`src/rtl/serial_pkg.sv`:
```
// Shared constants and deframer state encoding for the serial link receiver.
package serial_pkg;

    localparam int   DEF_DATA_W = 8;
    localparam logic START_BIT  = 1'b1;
    localparam logic IDLE_LVL   = 1'b0;

    typedef enum logic [1:0] {
        IDLE   = 2'd0,
        DATA   = 2'd1,
        PARITY = 2'd2
    } rx_state_t;

endpackage

```
`src/rtl/serial_rx_fifo.sv`:
```
// Receive FIFO with a registered head word; pointers carry one extra bit
// so that full and empty can be told apart.
module rx_fifo #(
    parameter int DATA_W = 8,
    parameter int DEPTH  = 4
) (
    input  logic                     clk,
    input  logic                     reset,
    input  logic                     i_push,
    input  logic [DATA_W-1:0]        i_data,
    input  logic                     i_pop,
    output logic                     o_full,
    output logic                     o_empty,
    output logic [$clog2(DEPTH):0]   o_count,
    output logic [DATA_W-1:0]        o_head
);
    localparam int AW = $clog2(DEPTH);

    logic [AW:0]       r_wr;
    logic [AW:0]       r_rd;
    logic [DATA_W-1:0] r_mem [DEPTH];
    logic [DATA_W-1:0] r_head;
    logic              w_push_ok;
    logic              w_pop_ok;
    logic [AW:0]       w_rd_nxt;
    logic [AW:0]       w_left;

    assign o_count   = r_wr - r_rd;
    assign o_empty   = (r_wr == r_rd);
    assign o_full    = (o_count == (AW+1)'(DEPTH));
    assign o_head    = r_head;
    assign w_push_ok = i_push & ~o_full;
    assign w_pop_ok  = i_pop & ~o_empty;
    assign w_rd_nxt  = r_rd + (AW+1)'(w_pop_ok);
    assign w_left    = o_count - (AW+1)'(w_pop_ok);

    always_ff @(posedge clk) begin
        if (w_push_ok)
            r_mem[r_wr[AW-1:0]] <= i_data;
    end

    // Head bypasses memory when the incoming word lands in an otherwise empty FIFO.
    always_ff @(posedge clk or posedge reset) begin
        if (reset) begin
            r_wr   <= '0;
            r_rd   <= '0;
            r_head <= '0;
        end else begin
            if (w_push_ok)
                r_wr <= r_wr + 1'b1;
            if (w_pop_ok)
                r_rd <= w_rd_nxt;
            if (w_push_ok && (w_left == '0))
                r_head <= i_data;
            else if (w_pop_ok && (w_left != '0))
                r_head <= r_mem[w_rd_nxt[AW-1:0]];
        end
    end

endmodule

```
`src/rtl/serial_rx.sv`:
```
// Serial link receiver: start-bit deframer, receive FIFO and channel_busy flow control.
// Define RX_PARITY_EN to expect an even-parity bit after the data bits.
//
// state  | meaning
// IDLE   | line idle, waiting for a start bit
// DATA   | shifting data bits in, LSB first
// PARITY | sampling the parity bit, push if parity is even
module serial_rx
    import serial_pkg::*;
#(
    parameter int DATA_W = DEF_DATA_W,
    parameter int DEPTH  = 4
) (
    input  logic              clk,
    input  logic              reset,
    input  logic              serial_in,
    input  logic              item_read,
    output logic              valid,
    output logic [DATA_W-1:0] parallel_out,
    output logic              channel_busy
);
    localparam int AW = $clog2(DEPTH);
    localparam int CW = (DATA_W > 1) ? $clog2(DATA_W) : 1;
`ifdef RX_PARITY_EN
    localparam int SW = DATA_W;
`else
    localparam int SW = DATA_W - 1;
`endif

    rx_state_t         r_state;
    rx_state_t         w_state_nxt;
    logic [CW-1:0]     r_bit_cnt;
    logic [SW-1:0]     r_shift;
    logic [DATA_W-1:0] w_word;
    logic              w_push;
    logic [DATA_W-1:0] w_push_data;
    logic              w_full;
    logic              w_empty;
    logic [AW:0]       w_count;
    logic [AW:0]       w_count_nxt;
    logic              w_push_ok;
    logic              w_pop_ok;
    logic [AW+1:0]     w_used;
    logic              r_busy;

    // Without parity the last data bit is taken straight from the line, so the
    // shift register only needs to hold the earlier DATA_W-1 bits.
`ifdef RX_PARITY_EN
    assign w_word = {serial_in, r_shift[DATA_W-1:1]};
`else
    assign w_word = {serial_in, r_shift};
`endif

    always_comb begin
        w_state_nxt = r_state;
        w_push      = 1'b0;
        w_push_data = w_word;
        case (r_state)
            IDLE: begin
                if (serial_in == START_BIT)
                    w_state_nxt = DATA;
            end
            DATA: begin
                if (r_bit_cnt == '0) begin
`ifdef RX_PARITY_EN
                    w_state_nxt = PARITY;
`else
                    w_state_nxt = IDLE;
                    w_push      = 1'b1;
`endif
                end
            end
            PARITY: begin
                w_state_nxt = IDLE;
`ifdef RX_PARITY_EN
                w_push      = ((^r_shift) == serial_in);
                w_push_data = r_shift;
`endif
            end
            default: w_state_nxt = IDLE;
        endcase
    end

    always_ff @(posedge clk or posedge reset) begin
        if (reset)
            r_state <= IDLE;
        else
            r_state <= w_state_nxt;
    end

    always_ff @(posedge clk or posedge reset) begin
        if (reset) begin
            r_bit_cnt <= '0;
            r_shift   <= '0;
        end else begin
            if (r_state == IDLE)
                r_bit_cnt <= CW'(DATA_W - 1);
            else if (r_bit_cnt != '0)
                r_bit_cnt <= r_bit_cnt - 1'b1;
            if (r_state == DATA)
                r_shift <= w_word[DATA_W-1 -: SW];
        end
    end

    // A frame in flight already owns a slot; busy when one or fewer remain after that.
    assign w_push_ok   = w_push & ~w_full;
    assign w_pop_ok    = item_read & ~w_empty;
    assign w_count_nxt = w_count + (AW+1)'(w_push_ok) - (AW+1)'(w_pop_ok);
    assign w_used      = {1'b0, w_count_nxt} + (AW+2)'(w_state_nxt != IDLE);

    always_ff @(posedge clk or posedge reset) begin
        if (reset)
            r_busy <= 1'b0;
        else
            r_busy <= (w_used >= (AW+2)'(DEPTH - 1));
    end

    rx_fifo #(
        .DATA_W (DATA_W),
        .DEPTH  (DEPTH)
    ) u_fifo (
        .clk     (clk),
        .reset   (reset),
        .i_push  (w_push),
        .i_data  (w_push_data),
        .i_pop   (item_read),
        .o_full  (w_full),
        .o_empty (w_empty),
        .o_count (w_count),
        .o_head  (parallel_out)
    );

    assign valid        = ~w_empty;
    assign channel_busy = r_busy;

endmodule

```
`config.mk`:
```
export PLATFORM = sky130hd
export DESIGN_NAME = serial_rx
export DESIGN_NICKNAME = d
export VERILOG_FILES = /design/src/rtl/serial_pkg.sv /design/src/rtl/serial_rx_fifo.sv /design/src/rtl/serial_rx.sv
export SDC_FILE = /design/constraint.sdc
export NUM_CORES = 1
export LEC_CHECK = 0
export CORE_MARGIN = 3
export CORE_UTILIZATION = 28
export CTS_BUF_LIST = sky130_fd_sc_hd__clkbuf_2 sky130_fd_sc_hd__clkbuf_4 sky130_fd_sc_hd__clkbuf_8
export DETAILED_ROUTE_END_ITERATION = 10
export PLACE_DENSITY = 0.47
export REMOVE_ABC_BUFFERS = 1
export SLEW_MARGIN = 30
export SYNTH_ARGS = -nofsm -noshare
export SYNTH_HDL_FRONTEND = slang
export SYNTH_SLANG_ARGS = --single-unit
```
`constraint.sdc`:
```
create_clock -name clk -period 4 [get_ports clk]
set_clock_uncertainty 0.05 [all_clocks]
set_input_delay 0.6 -clock clk [delete_from_list [all_inputs] [get_ports clk]]
set_output_delay 0.6 -clock clk [all_outputs]
set_load 0.02 [all_outputs]
```
==> qor.yml <==
tightest_slew_ps: 815.0
tool_warnings: 31
worstPathRequired_ps: 4200
area_leaders: "edfxtp_1, dfrtp_1, ha_1, mux4_2, nand2_1"
cts_buffers: 9
slew_headroom: 0.4556
p_leak_nw: 1.237
insertedDiodeCount: 0
min_path_type: "register to register"
cts_tree: "built"
ys_cells: 207
hp-start: "r_bit_cnt[1]"
cap_violations: 0
dpl-instance-area_um2: 3050
period_used_share: 0.8877
grt_pass1_vias: 1688
gp_congestion: 0.7510
crit_path_start: "u_fifo.r_wr[0]"
status: "complete, no violations"
cts_setup_buffers: 0
routed_wl_um: 5472
layout_min_cycle_time_ps: 3551
synthArstFlopShare: 0.4576
ios: 14
via_count: 1659
powerDensity_nw_per_um2: 834.7
yosysTopAreaCell: "edfxtp_1"
clockRootBuffer: "clkbuf_8"
synthMostInstantiatedCell: "nand2_1"
final_nets: 244
total_power_mw: 2.698
crit_family: "AND-OR/OR-AND gates"
firstDrtPassIters: 4
ys.flops: 59
yosysWarnings: 0
cts.sinks: 59
critPathLaunchType: "register"
reg2reg_from: "u_fifo.r_wr[0]"
fp.dieW_um: 105.9
h-tree-depth: 3
cts-hold-fix-buffers: 0
grt_setup_unrepaired: "no"
==> metal layers <==
| layer | vias up | part of all wire |
|---|---|---|
| met4 | 0 | 0.019 |
| met5 | - | 0 |
| met2 | 43 | 0.45 |
| li1 | 799 | - |
| met1 | 811 | 0.50 |
| met3 | 6 | 0.037 |
==> registers in the layout, indices dropped and copies added (netlist names) <==
| signal | cells |
|---|---|
| u_fifo.r_rd | 3 |
| r_bit_cnt | 3 |
| channel_busy | 1 |
| u_fifo.o_head | 8 |
| u_fifo.r_mem | 32 |
| r_shift | 7 |
| u_fifo.r_wr | 3 |
| r_state | 2 |
==> worst paths after layout <==
check / to
hold / removal: r_bit_cnt[1]
setup / recovery: u_fifo.o_head[4]
hold reg to reg: r_bit_cnt[1]
min in group asynchronous: r_bit_cnt[2]
setup reg to reg: u_fifo.o_head[4]
max in group asynchronous: u_fifo.o_head[1]
==> logic make-up after synthesis <==
kind of cell	Yosys count	synth area share
DFF	59	0.5852
AOI/OAI and AO/OA	37	0.1007
xor gates and xnor gates	9	0.04027
and+or+nand+nor	57	0.09530
buffers and inverters	18	0.02774
muxes	9	0.06801
other	1	0.001341
adders and majority gates	17	0.08143
==> per-stage QoR <==
step	hold WS (ps)	util	setup WS, ps
3_3_place_gp	422.5	0.3225	376.0
4_1_cts	449.8	0.3409	300.1
3_5_place_dp	429.6	0.3225	328.9
2_1_floorplan	405.9	-	930.8
5_1_grt	481.7	0.3417	137.1
6_report	443.2	0.3417	449.1
==> placed cells by master, fill, tap and decap left out, drive strengths merged, types with 5 or more instances in the layout <==
master         count
nand2             34
edfxtp            32
dfrtp             27
ha                15
clkdlybuf4s50     13
clkbuf            10
inv               10
o211ai             9
o31ai              8
mux4               8
nor4               8
a31oi              8
o21ai              7
xnor2              5
==> layout make-up <==
cell class / instances / area, um2
Timing Repair Buffer: 13 / 130.1
Inverter: 10 / 40.04
Fill cell: 932 / 6227
Tap cell: 129 / 161.4
Multi-Input combinational cell: 130 / 1090
Sequential cell: 59 / 1637
Clock buffer: 10 / 131.4
Clock inverter: 6 / 42.54
==> worst min-delay path, stage by stage, from the launching register on <==
cell	delay, ps
dfrtp_1	340
nand2_1	50
o221ai_1	60
==> where the power goes <==
part           switching [mW]  internal [mW]  leakage (nW)
registers              0.0992          0.771         0.625
clock network           0.241          0.231        0.0857
logic                   0.776          0.579         0.526
total                    1.12           1.58          1.24
Fig. 1: the metal 1 layer
Supply wires on this layer in gray.
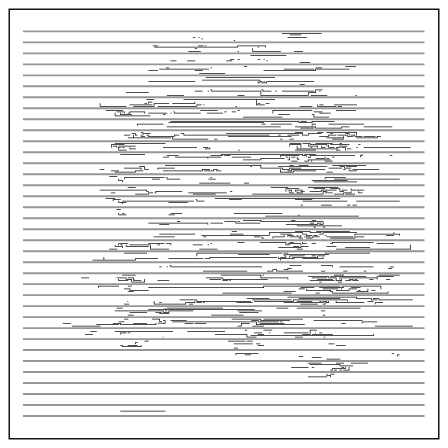
The layer holds 50% of the routed length. The layer carries 2730 um of wire. 219 nets have wire on it. The longest straight run is 31.7 um.

Fig. 2: signal wires on met2
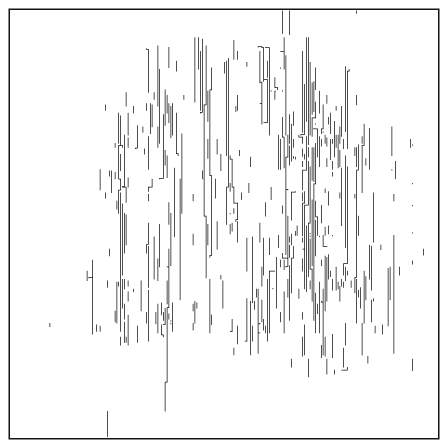
The longest straight run is 34.3 um. The wires run mostly vertical. The layer holds 45% of the routed length.

Power and IR drop assume default switching activity.
